==> src/rtl/lfsr_seq_ctrl.sv <==
// Sequencer for the LFSR pattern generator: programs seed/stop and streams LFSR words into a valid/ready FIFO.
// Latency: first word valid 8 cycles after start; backpressure halts the LFSR and reseeds it from the last word.
module lfsr_seq_ctrl #(
  parameter int DATA_W     = 16,
  parameter int FIFO_DEPTH = 4,
  parameter int CNT_W      = 16
) (
  input  logic              clk_i,
  input  logic              reset_i,
  input  logic              start_i,
  input  logic [DATA_W-1:0] seed_i,
  input  logic [DATA_W-1:0] stop_i,
  input  logic [CNT_W-1:0]  max_words_i,
  output logic              busy_o,
  output logic              done_o,
  output logic              stop_hit_o,
  output logic [CNT_W-1:0]  word_cnt_o,
  output logic              lfsr_config_o,
  output logic              lfsr_config_rdy_o,
  output logic [DATA_W-1:0] lfsr_config_data_o,
  input  logic              lfsr_config_done_i,
  output logic              lfsr_en_o,
  input  logic [DATA_W-1:0] lfsr_data_i,
  input  logic              lfsr_rdy_i,
  output logic [DATA_W-1:0] out_data_o,
  output logic              out_valid_o,
  input  logic              out_ready_i
);

  localparam int FCW = $clog2(FIFO_DEPTH) + 1;
  localparam int FPW = $clog2(FIFO_DEPTH);

  typedef enum logic [3:0] {
    S_IDLE, S_WR_SEED, S_WAIT_SEED, S_WR_STOP, S_WAIT_STOP, S_PRELOAD, S_RUN,
    S_HALT, S_RESEED, S_WAIT_RESEED, S_HOLD, S_DRAIN, S_DONE
  } state_t;

  state_t            state_q, state_d;
  logic [DATA_W-1:0] seed_q, stop_q, last_q;
  logic [CNT_W-1:0]  max_q, word_cnt_q, cnt_inc;
  logic              stop_hit_q, en_q, halt_cnt_q;
  logic              push, pop, stop_match, limit_hit;

  logic [DATA_W-1:0] ent_q [FIFO_DEPTH];
  logic [FCW-1:0]    fifo_cnt_q, cnt_after, wr_idx;

  assign out_valid_o = (fifo_cnt_q != '0);
  assign out_data_o  = ent_q[0];
  assign pop         = out_valid_o && out_ready_i;
  assign wr_idx      = fifo_cnt_q - FCW'(pop);
  assign cnt_after   = fifo_cnt_q + FCW'(1) - FCW'(pop);

  assign push       = lfsr_rdy_i && (state_q == S_RUN || state_q == S_HALT);
  assign cnt_inc    = (&word_cnt_q) ? word_cnt_q : word_cnt_q + CNT_W'(1);
  assign stop_match = push && (lfsr_data_i == stop_q);
  assign limit_hit  = push && (max_q != '0) && (cnt_inc == max_q);

  assign busy_o     = (state_q != S_IDLE) && (state_q != S_DONE);
  assign done_o     = (state_q == S_DONE);
  assign stop_hit_o = stop_hit_q;
  assign word_cnt_o = word_cnt_q;
  assign lfsr_en_o  = en_q;

  always_comb begin
    state_d = state_q;
    case (state_q)
      S_IDLE:        if (start_i) state_d = (seed_i == stop_i) ? S_DONE : S_WR_SEED;
      S_WR_SEED:     state_d = S_WAIT_SEED;
      S_WAIT_SEED:   if (lfsr_config_done_i) state_d = S_WR_STOP;
      S_WR_STOP:     state_d = S_WAIT_STOP;
      S_WAIT_STOP:   if (lfsr_config_done_i) state_d = S_PRELOAD;
      S_PRELOAD:     state_d = S_RUN;
      S_RUN: begin
        if (stop_match || limit_hit)
          state_d = S_DRAIN;
        else if (push && cnt_after >= FCW'(FIFO_DEPTH - 2))
          state_d = S_HALT;
      end
      // One word can still be in flight after enable drops; two cycles covers it.
      S_HALT: begin
        if (stop_match || limit_hit)
          state_d = S_DRAIN;
        else if (halt_cnt_q)
          state_d = S_RESEED;
      end
      S_RESEED:      state_d = S_WAIT_RESEED;
      S_WAIT_RESEED: if (lfsr_config_done_i) state_d = S_HOLD;
      S_HOLD:        if (fifo_cnt_q < FCW'(FIFO_DEPTH - 2)) state_d = S_PRELOAD;
      S_DRAIN:       if (fifo_cnt_q == '0) state_d = S_DONE;
      S_DONE:        state_d = S_IDLE;
      default:       state_d = S_IDLE;
    endcase
  end

  always_comb begin
    lfsr_config_rdy_o  = 1'b0;
    lfsr_config_o      = 1'b0;
    lfsr_config_data_o = '0;
    case (state_q)
      S_WR_SEED: begin
        lfsr_config_rdy_o  = 1'b1;
        lfsr_config_data_o = seed_q;
      end
      S_WR_STOP: begin
        lfsr_config_rdy_o  = 1'b1;
        lfsr_config_o      = 1'b1;
        lfsr_config_data_o = stop_q;
      end
      S_RESEED: begin
        lfsr_config_rdy_o  = 1'b1;
        lfsr_config_data_o = last_q;
      end
      default: ;
    endcase
  end

  always_ff @(posedge clk_i) begin
    if (reset_i) begin
      state_q    <= S_IDLE;
      en_q       <= 1'b0;
      halt_cnt_q <= 1'b0;
      seed_q     <= '0;
      stop_q     <= '0;
      max_q      <= '0;
      last_q     <= '0;
      word_cnt_q <= '0;
      stop_hit_q <= 1'b0;
    end else begin
      state_q    <= state_d;
      en_q       <= (state_d == S_RUN);
      halt_cnt_q <= (state_q == S_HALT) ? ~halt_cnt_q : 1'b0;
      if (state_q == S_IDLE && start_i) begin
        seed_q     <= seed_i;
        stop_q     <= stop_i;
        max_q      <= max_words_i;
        word_cnt_q <= '0;
        stop_hit_q <= (seed_i == stop_i);
      end
      if (push) begin
        last_q     <= lfsr_data_i;
        word_cnt_q <= cnt_inc;
        if (stop_match) stop_hit_q <= 1'b1;
      end
    end
  end

  // Shift-register FIFO so the head is always a flop.
  always_ff @(posedge clk_i) begin
    if (reset_i) begin
      fifo_cnt_q <= '0;
      for (int i = 0; i < FIFO_DEPTH; i++) ent_q[i] <= '0;
    end else begin
      if (pop)
        for (int i = 0; i < FIFO_DEPTH - 1; i++) ent_q[i] <= ent_q[i+1];
      if (push) ent_q[wr_idx[FPW-1:0]] <= lfsr_data_i;
      fifo_cnt_q <= fifo_cnt_q + FCW'(push) - FCW'(pop);
    end
  end

  fifo_no_overflow: assert property (@(posedge clk_i) disable iff (reset_i)
    !(push && !pop && fifo_cnt_q == FCW'(FIFO_DEPTH)));

endmodule

==> config.mk <==
export PLATFORM = sky130hd
export DESIGN_NAME = lfsr_seq_ctrl
export DESIGN_NICKNAME = d
export VERILOG_FILES = /design/src/rtl/lfsr_seq_ctrl.sv
export SDC_FILE = /design/constraint.sdc
export NUM_CORES = 1
export LEC_CHECK = 0
export ABC_AREA = 1
export CAP_MARGIN = 0
export CELL_PAD_IN_SITES_DETAIL_PLACEMENT = 0
export CELL_PAD_IN_SITES_GLOBAL_PLACEMENT = 1
export CORE_MARGIN = 2
export CORE_UTILIZATION = 40
export DETAILED_ROUTE_END_ITERATION = 16
export PLACE_DENSITY = 0.86
export RECOVER_POWER = 25
export SYNTH_ARGS = -nofsm -noshare
export SYNTH_HDL_FRONTEND = slang
export SYNTH_SLANG_ARGS = --single-unit
==> constraint.sdc <==
create_clock -name clk_i -period 6.55 [get_ports clk_i]
set_clock_uncertainty 0.1 [all_clocks]
set_input_delay 0.655 -clock clk_i [delete_from_list [all_inputs] [get_ports clk_i]]
set_output_delay 0.655 -clock clk_i [all_outputs]
set_load 0.05 [all_outputs]
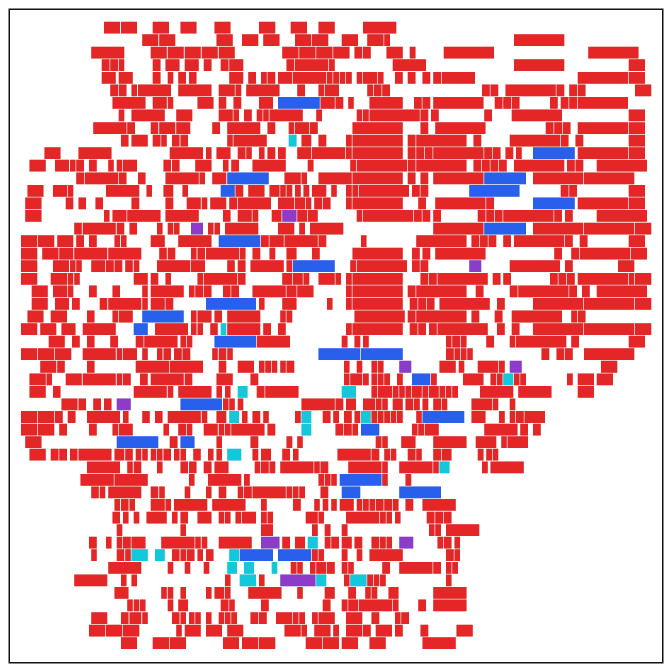
**Above:** run 1 (cell sizes after repair).
x3 and x4 -> purple  # cells 9, share 0.86%
x1 and smaller -> red  # cells 985, share 95%, most used nand2_1
x6 and larger -> blue  # cells 27, share 2.6%, most used clkbuf_16
x2 -> cyan  # cells 21, share 2.0%, most used nor2_2
final instance area: 9510 sq um
Area Overhead vs Synth: 26.4%
number of non-clock buffers: 130
Worst Slack Setup Final: 2160 ps

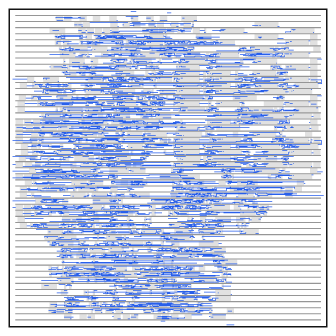
**Above:** run 1 (signal wires on met1).
Supply wires on this layer in grey.
longest straight run = 60.3 um
main direction = horizontal
via count of the routed design: 6523
sum of routed wire length over all layers: 19.6 mm

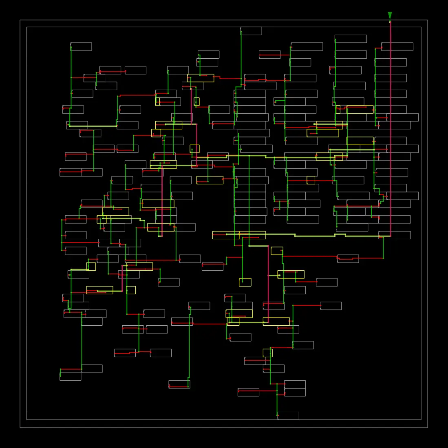
**Above:** run 1 (clock routing).
Clock Power: 995 uW
number of clock buffer instances in the layout: 18
clock sink count: 154
latest clock arrival within the worst-skew pair: 430 ps
flop count: 154

==> changes_impl.md, run 1 <==
### Changed

- TNS Setup: 0 ps
- Register Area: about 3700 sq um
- Leading cell type in the layout, fill and taps excluded: sky130_fd_sc_hd__nand2_1
- Status: finished, violations left
- Setup repair after global routing missed its margin: false
- Crit path cell chain: dlygate4sd3_1 -> clkbuf_1 -> inv_1 -> clkbuf_1 -> o21ai_0 -> a21oi_1
- Pwr dens: 296 nW/um^2
- Inverter count of the layout excluding clock inverters: 109
- Number of port buffers: 124
- Clock share of power: 35.3%
- Total Die Area: about 20000 sq um
- Routability-driven placement congestion ratio: slightly below 0.9
- Fraction of power consumed by combinational cells: 22.2%
- CTS tree: built
- Via density per instance: 5.11
- Part of the power in registers: about 42%
- Horizontal die size: 141 um
- Worst setup path start: reset_i
- Period utilization: 67.0%
- Reg-to-reg critical path endpoint: lfsr_en_o
- Mux share of post-synthesis cell area: 0%
- Inserted tap cell count: 234
- Multi-input gate share of total cell area: 33.9%
- Nets in the synthesized netlist: 1002
- # fillers: between 1500 and 2000
- Static Leak: approximately 0.0037 uW
- Floorplan core area: 18600 sq um
- Chip area estimate from yosys synthesis: around 7500 sq um
- Largest delay share family, worst path: buffers and inverters
- Max-cap viol count: 2
- Total gr overflow: 0
- Number of iterations in the first detailed-routing pass: 5
- Total stage count of the critical path: 6
- Hold/Removal Path Class: flip-flop to flip-flop
- Unique cell type count in the Yosys netlist: 39
- CP max-delay cell: sky130_fd_sc_hd__clkbuf_1
- Internal power component: 1920 uW
- Reg-to-reg slack, setup: 3000 ps
- Buffers from clock root to sink, at most: 2
- Min Clock Period, post-route: 4390 ps
- CTS root buffer: sky130_fd_sc_hd__clkbuf_16
- Worst supply voltage drop on vdd: about 230 uV
- Fraction of layout cells with a size suffix above 1: under 10%
- Max-slew violation count: roughly 110
- Most used cells in the layout excluding fill and tap cells: sky130_fd_sc_hd__nand2_1, sky130_fd_sc_hd__o21ai_0, sky130_fd_sc_hd__inv_1
- Seq share, synth: between 40% and 50%
- Yosys cell count: 924
- And-or/or-and share of the synthesized area: 17.7%
- Transition time of the tightest slew-check pin: 2550 ps
- Routed len/inst: 15.3 um
- Via count of the first global-routing pass: around 5900
- Height of the chip: 141 um
- Initial antenna violation count: 0
- Post-synthesis share of cell area spent on and, or, nand and nor gates: 20.1%
- Number of synthesized register bits: between 150 and 200
- Number of buffers inserted for hold repair after clock tree synthesis: 0
- Placed Instances: approximately 1200
- Synth Area per Inst: slightly above 8 sq um
- Failing checks: max-capacitance violations, max-slew violations
- Total design power: 2820 uW
- Utilization of the core after routing: roughly 51%
- Cell class with the largest area share: registers
- Critical path destination: stop_q[14]
- Setup repair bufs after CTS: 0
- Fin nets: between 1000 and 1500
- Resized Gates After CTS: 0
- H-tree lvl count: 4
- Violation tally from detailed-route iteration zero: 544
- Clk tree area frac: 6.22%
==> run 1: power groups by stage <==
stage	Clock, uW	Sequential, uW	Combinational (uW)
floorplan	0	1300	330
global placement	0	1210	627
detailed placement	0	1220	634
CTS	1010	1200	636
global route	1050	1210	690
finish	995	1200	626
==> run 1: Yosys cell counts <==
master | count | area, sq um
sky130_fd_sc_hd__a211oi_1 | 1 | 7.51
sky130_fd_sc_hd__a21oi_1 | 85 | 425
sky130_fd_sc_hd__a21oi_2 | 1 | 8.76
sky130_fd_sc_hd__a221oi_1 | 1 | 8.76
sky130_fd_sc_hd__a311oi_1 | 2 | 17.5
sky130_fd_sc_hd__a31oi_1 | 1 | 6.26
sky130_fd_sc_hd__buf_1 | 6 | 22.5
sky130_fd_sc_hd__buf_6 | 1 | 11.3
sky130_fd_sc_hd__clkbuf_1 | 37 | 139
sky130_fd_sc_hd__clkinv_1 | 1 | 3.75
sky130_fd_sc_hd__dfxtp_1 | 90 | 1800
sky130_fd_sc_hd__edfxtp_1 | 64 | 1920
sky130_fd_sc_hd__fa_1 | 1 | 20.0
sky130_fd_sc_hd__ha_1 | 7 | 87.6
sky130_fd_sc_hd__inv_1 | 107 | 402
sky130_fd_sc_hd__inv_2 | 1 | 3.75
sky130_fd_sc_hd__nand2_1 | 138 | 518
sky130_fd_sc_hd__nand2_2 | 6 | 37.5
sky130_fd_sc_hd__nand2_4 | 1 | 11.3
sky130_fd_sc_hd__nand3_1 | 79 | 395
sky130_fd_sc_hd__nand3_2 | 3 | 30.0
sky130_fd_sc_hd__nand3b_1 | 1 | 7.51
sky130_fd_sc_hd__nand4_1 | 14 | 87.6
sky130_fd_sc_hd__nand4_4 | 1 | 21.3
sky130_fd_sc_hd__nor2_1 | 76 | 285
sky130_fd_sc_hd__nor2_2 | 6 | 37.5
sky130_fd_sc_hd__nor2_8 | 2 | 40.0
sky130_fd_sc_hd__nor3_1 | 3 | 15.0
sky130_fd_sc_hd__nor4_1 | 4 | 25.0
sky130_fd_sc_hd__o2111ai_1 | 1 | 8.76
sky130_fd_sc_hd__o21ai_0 | 121 | 606
sky130_fd_sc_hd__o21ai_1 | 2 | 10.0
sky130_fd_sc_hd__o21ai_2 | 1 | 8.76
sky130_fd_sc_hd__o21bai_1 | 3 | 22.5
sky130_fd_sc_hd__o221ai_1 | 16 | 140
sky130_fd_sc_hd__o22ai_1 | 8 | 50.1
sky130_fd_sc_hd__o32ai_1 | 1 | 8.76
sky130_fd_sc_hd__xnor2_1 | 4 | 35.0
sky130_fd_sc_hd__xor2_1 | 27 | 236
==> run 1: flip-flops by register name, summed over array words and instances, names as in the netlist <==
register,count
max_q,16
stop_q,16
fifo_cnt_q,3
lfsr_en_o,1
stop_hit_o,1
halt_cnt_q,1
seed_q,16
ent_q,64
last_q,16
state_q,4
word_cnt_o,16
==> run 1: tightest hold or removal path, cell delays in order (launching register included) <==
cell and delay (ps):
sky130_fd_sc_hd__dfxtp_1 300, sky130_fd_sc_hd__inv_1 60, sky130_fd_sc_hd__a21oi_1 50
==> run 1: metal layers <==
layer	track usage (%)	wire length, um
met5	0	0
met4	5.58	280
met2	29.1	8490
met1	30.6	9820
met3	4.31	964
**Run 1: routed clock nets over the placement**

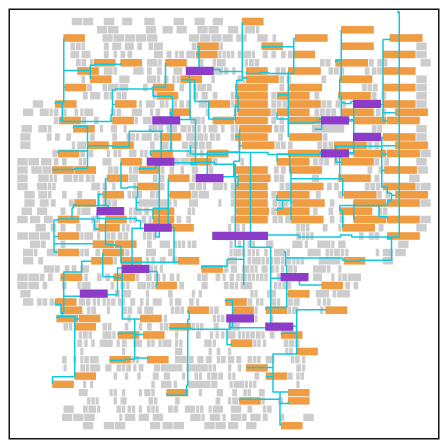

## Run 2: what changed since run 1
==> constraint.sdc (replaced) <==
create_clock -name clk_i -period 4.3 [get_ports clk_i]
set_clock_uncertainty 0.1 [all_clocks]
set_input_delay 0.43 -clock clk_i [delete_from_list [all_inputs] [get_ports clk_i]]
set_output_delay 0.43 -clock clk_i [all_outputs]
set_load 0.05 [all_outputs]
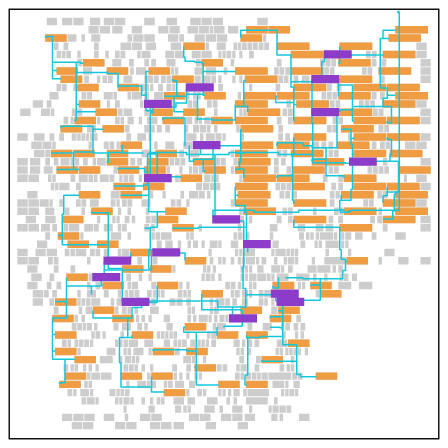
**Above:** run 2 (routed clock nets over the placement).
clock wires -> cyan  # length 1850 um
clock-net drivers -> purple  # count 17
flip-flops -> orange  # count 154
routed clock nets = 18
flops lie = widely spread
clock share of power: 33.2%
Clock Power: 1380 uW

==> run 2 against run 1 <==
Against the previous run: the run now ends clean; sequential power rose by 52%; synthesized area did not move; synthesized cell count did not move; clock power rose by 39%; power rose by 48%; combinational power rose by 52%; cell count rose by 0.31%; count of clock-buffer cells in the layout did not move; global-route usage fell by 0.34 points; non-clock buffer count rose by 4.
==> changes_impl.md, run 2 <==
### Changed

- Most used cells in the layout excluding fill and tap cells: sky130_fd_sc_hd__nand2_1, sky130_fd_sc_hd__o21ai_0, sky130_fd_sc_hd__inv_1 (unchanged)
- GRT Total Usage: 19.9% (was 20.2%)
- Fraction of power consumed by combinational cells: 22.9% (was 22.2%)
- Utilization of the core after routing: 51.1% (was 51.2%)
- Initial antenna violation count: 0 (unchanged)
- Chip area estimate from yosys synthesis: 7520 sq um (unchanged)
- Period utilization: 77.1%
- Number of iterations in the first detailed-routing pass: 5 (unchanged)
- Horizontal die size: 141 um (unchanged)
- Async SR Flop Fraction: 0% (unchanged)
- Synth top cells by count: sky130_fd_sc_hd__nand2_1, sky130_fd_sc_hd__o21ai_0, sky130_fd_sc_hd__inv_1 (unchanged)
- Post-synthesis share of cell area spent on and, or, nand and nor gates: 20.1% (unchanged)
- CTS tree: built (unchanged)
- Class of the most critical setup path: flip-flop to primary output (was input port to flip-flop)
- Fin nets: 1111 (was 1107)
- Combined area of all synthesized cells: 7520 sq um (unchanged)
- Number of synthesized register bits: 154 (unchanged)
- Number of buffers inserted for hold repair after clock tree synthesis: 0 (unchanged)
- Pin count of the biggest net entering global routing: 67 (unchanged)
- Maximum fanout along the worst path: 16 (was 66)
- Internal power component: 2810 uW (was 1920 uW)
- Reg-to-reg critical path endpoint: ent_q[1][4] (was lfsr_en_o)
- Switching part of the total power: 32.4% (was 31.7%)
- Height of the chip: 141 um (unchanged)
- Setup repair bufs after CTS: 0 (unchanged)
- Total gr overflow: 0 (unchanged)
- Nets in the synthesized netlist: 1002 (unchanged)
- Grt met2 use: 29.0% (was 29.1%)
- Buffers from clock root to sink, at most: 2 (unchanged)
- Hold/Removal Path Class: flip-flop to flip-flop (unchanged)
- Routability-driven placement congestion ratio: 0.884 (was 0.867)
- Mux share of post-synthesis cell area: 0% (unchanged)
- Fraction of synthesized cell area taken by the top area cell type: 25.5% (unchanged)
- Via count of the first global-routing pass: 5989 (was 5909)
- Sum of routed wire length over all layers: 19.6 mm (about the same)
- Number of warnings in the stage logs: 27 (unchanged)
- Violation tally from detailed-route iteration zero: 403 (was 544)
- Fraction of layout cells with a size suffix above 1: 6.02% (was 5.47%)
- Max-slew violation count: 0 (was 114)
- Reg-to-reg slack, setup: 1410 ps (was 3000 ps)
- Global-route wire length before repair: 31.2 mm (was 31.7 mm)
- Yosys cell count: 924 (unchanged)
- Pwr dens: 437 nW/um^2 (was 296 nW/um^2)
- Worst EP required: 3770 ps (was 6790 ps)
- Element type at the critical path start: flip-flop (was input port)
- Routed len/inst: 15.3 um (about the same)
- Synthesis Warnings: 0 (unchanged)
- Xor/xnor share of the synthesized area: 3.61% (unchanged)
- Resized Gates After CTS: 0 (unchanged)
- Area Overhead vs Synth: 26.2% (was 26.4%)
- Timing-limited maximum frequency: slightly above 300 MHz
- Clock sink count: 154 (unchanged)
- M1 GR Usage: 29.5% (was 30.6%)
- Most utilized layer in the global route result: met1 (unchanged)
- Status: completed (was finished, violations left)
- Max-cap viol count: 0 (was 2)
- Leading cell type in the layout, fill and taps excluded: sky130_fd_sc_hd__nand2_1 (unchanged)
- Total Die Area: 19900 sq um (unchanged)
- Start of the worst register-to-register path: fifo_cnt_q[1] (was state_q[2])
- Synth Instances: 924 (unchanged)
- Most flops, register: ent_q (unchanged)
- Number of port buffers: 124 (unchanged)
- And-or/or-and share of the synthesized area: 17.7% (unchanged)
- Worst supply voltage drop on vdd: 296 uV (was 227 uV)
- Synth Area per Inst: 8.14 sq um (unchanged)
- Seq share, synth: 49.5% (unchanged)
- Largest area contributor in the synthesized netlist: sky130_fd_sc_hd__edfxtp_1 (unchanged)
- Via count of the routed design: 6566 (was 6523)
- Initial standard-cell utilization of the core: 40.5% (unchanged)
- Transition time of the tightest slew-check pin: 1240 ps (was 2550 ps)
- H-tree lvl count: 4 (unchanged)
- Worst Slack Setup Final: 984 ps (was 2160 ps)
- Part of the power in registers: 43.9% (was 42.4%)
- Min Clock Period, post-route: 3320 ps
- Unique cell type count in the Yosys netlist: 39 (unchanged)
- Setup repair after global routing missed its margin: false (unchanged)
- Via density per instance: 5.13 (was 5.11)
- Flip-flop count of the largest register after layout: 64 (unchanged)
- Static Leak: 0.00376 uW (was 0.00373 uW)
- Number of cells on the worst hold path: 2 (unchanged)
- Latest clock arrival within the worst-skew pair: 420 ps (was 430 ps)
- Met3 usage in global routing: 4.72% (was 4.31%)
- # fillers: 1752 (was 1759)
- Main flop type after synthesis: sky130_fd_sc_hd__dfxtp_1 (unchanged)
- Floorplan core area: 18600 sq um (unchanged)
- Top area cell types: sky130_fd_sc_hd__edfxtp_1, sky130_fd_sc_hd__dfxtp_1, sky130_fd_sc_hd__o21ai_0, sky130_fd_sc_hd__nand2_1, sky130_fd_sc_hd__a21oi_1 (unchanged)
- Flip-flops with a built-in enable: 64 (unchanged)
- Most popular library cell in the synthesized design by count: sky130_fd_sc_hd__nand2_1 (unchanged)
- TNS Setup: 0 ps (unchanged)
- CTS root buffer: sky130_fd_sc_hd__clkbuf_16 (unchanged)
- IO Count: 125 (unchanged)
## run 2: cell type report
type	count	area (sq um)	share of cell area, %
Multi-Input combinational cell	617	3220	33.9
Sequential cell	154	3720	39.2
Clock inverter	14	113	1.19
Clock buffer	18	429	4.52
Tap cell	234	293	3.08
Inverter	109	409	4.31
Timing Repair Buffer	134	1310	13.8
## run 2: worst max path at each step
stage / endpoint / from / slack (ps) / depth (start not counted)
2_1_floorplan: lfsr_config_data_o[10] / state_q[0] / 1210 / 5
3_3_place_gp: ent_q[0][7] / out_ready_i / 1250 / 10
3_5_place_dp: ent_q[1][6] / out_ready_i / 1200 / 10
4_1_cts: lfsr_config_data_o[3] / state_q[1] / 980 / 5
5_1_grt: word_cnt_o[1] / reset_i / 790 / 6
6_report: lfsr_config_data_o[3] / state_q[1] / 980 / 5
## run 2: power by group through the flow
stage	logic, uW	registers (uW)	clock network, uW
detailed placement	967	1860	0
global route	1050	1840	1460
finish	953	1820	1380
CTS	970	1830	1400
global placement	955	1850	0
floorplan	503	1990	0
## run 2: layer usage
layer / part of all wire (%) / vias to the layer above
li1: - / 3368
met1: 49 / 2981
met2: 43 / 199
met3: 6.4 / 18
met4: 1.1 / 0
met5: 0 / -
## run 2: worst max-delay path: stages, from the launching register on
cell,delay (ps)
sky130_fd_sc_hd__dfxtp_1,430
sky130_fd_sc_hd__nand2_1,160
sky130_fd_sc_hd__nor2_1,260
sky130_fd_sc_hd__inv_1,310
sky130_fd_sc_hd__o221ai_1,340
sky130_fd_sc_hd__clkdlybuf4s50_1,860
## run 2: cell families (layout without fill, tap and decap cells)
group / Yosys count / after routing
AND-OR/OR-AND: 244 / 244
adder cells (fa/ha/maj): 8 / 8
XOR/XNOR: 31 / 31
buffers and inverters: 153 / 275
AND/OR/NAND/NOR: 334 / 334
flip-flops: 154 / 154
## run 2: stage by stage
| step | instance area [sq um] | power [uW] | instances |
|---|---|---|---|
| after CTS | 9510 | 4190 | 1280 |
| after global placement | 8960 | 2800 | 1248 |
| after global routing | 9500 | 4350 | 1280 |
| after floorplan | 7520 | 2490 | 924 |
| after detailed placement | 8960 | 2820 | 1248 |
| final | 9500 | 4160 | 1280 |
Power is estimated from default activity; no workload was simulated.
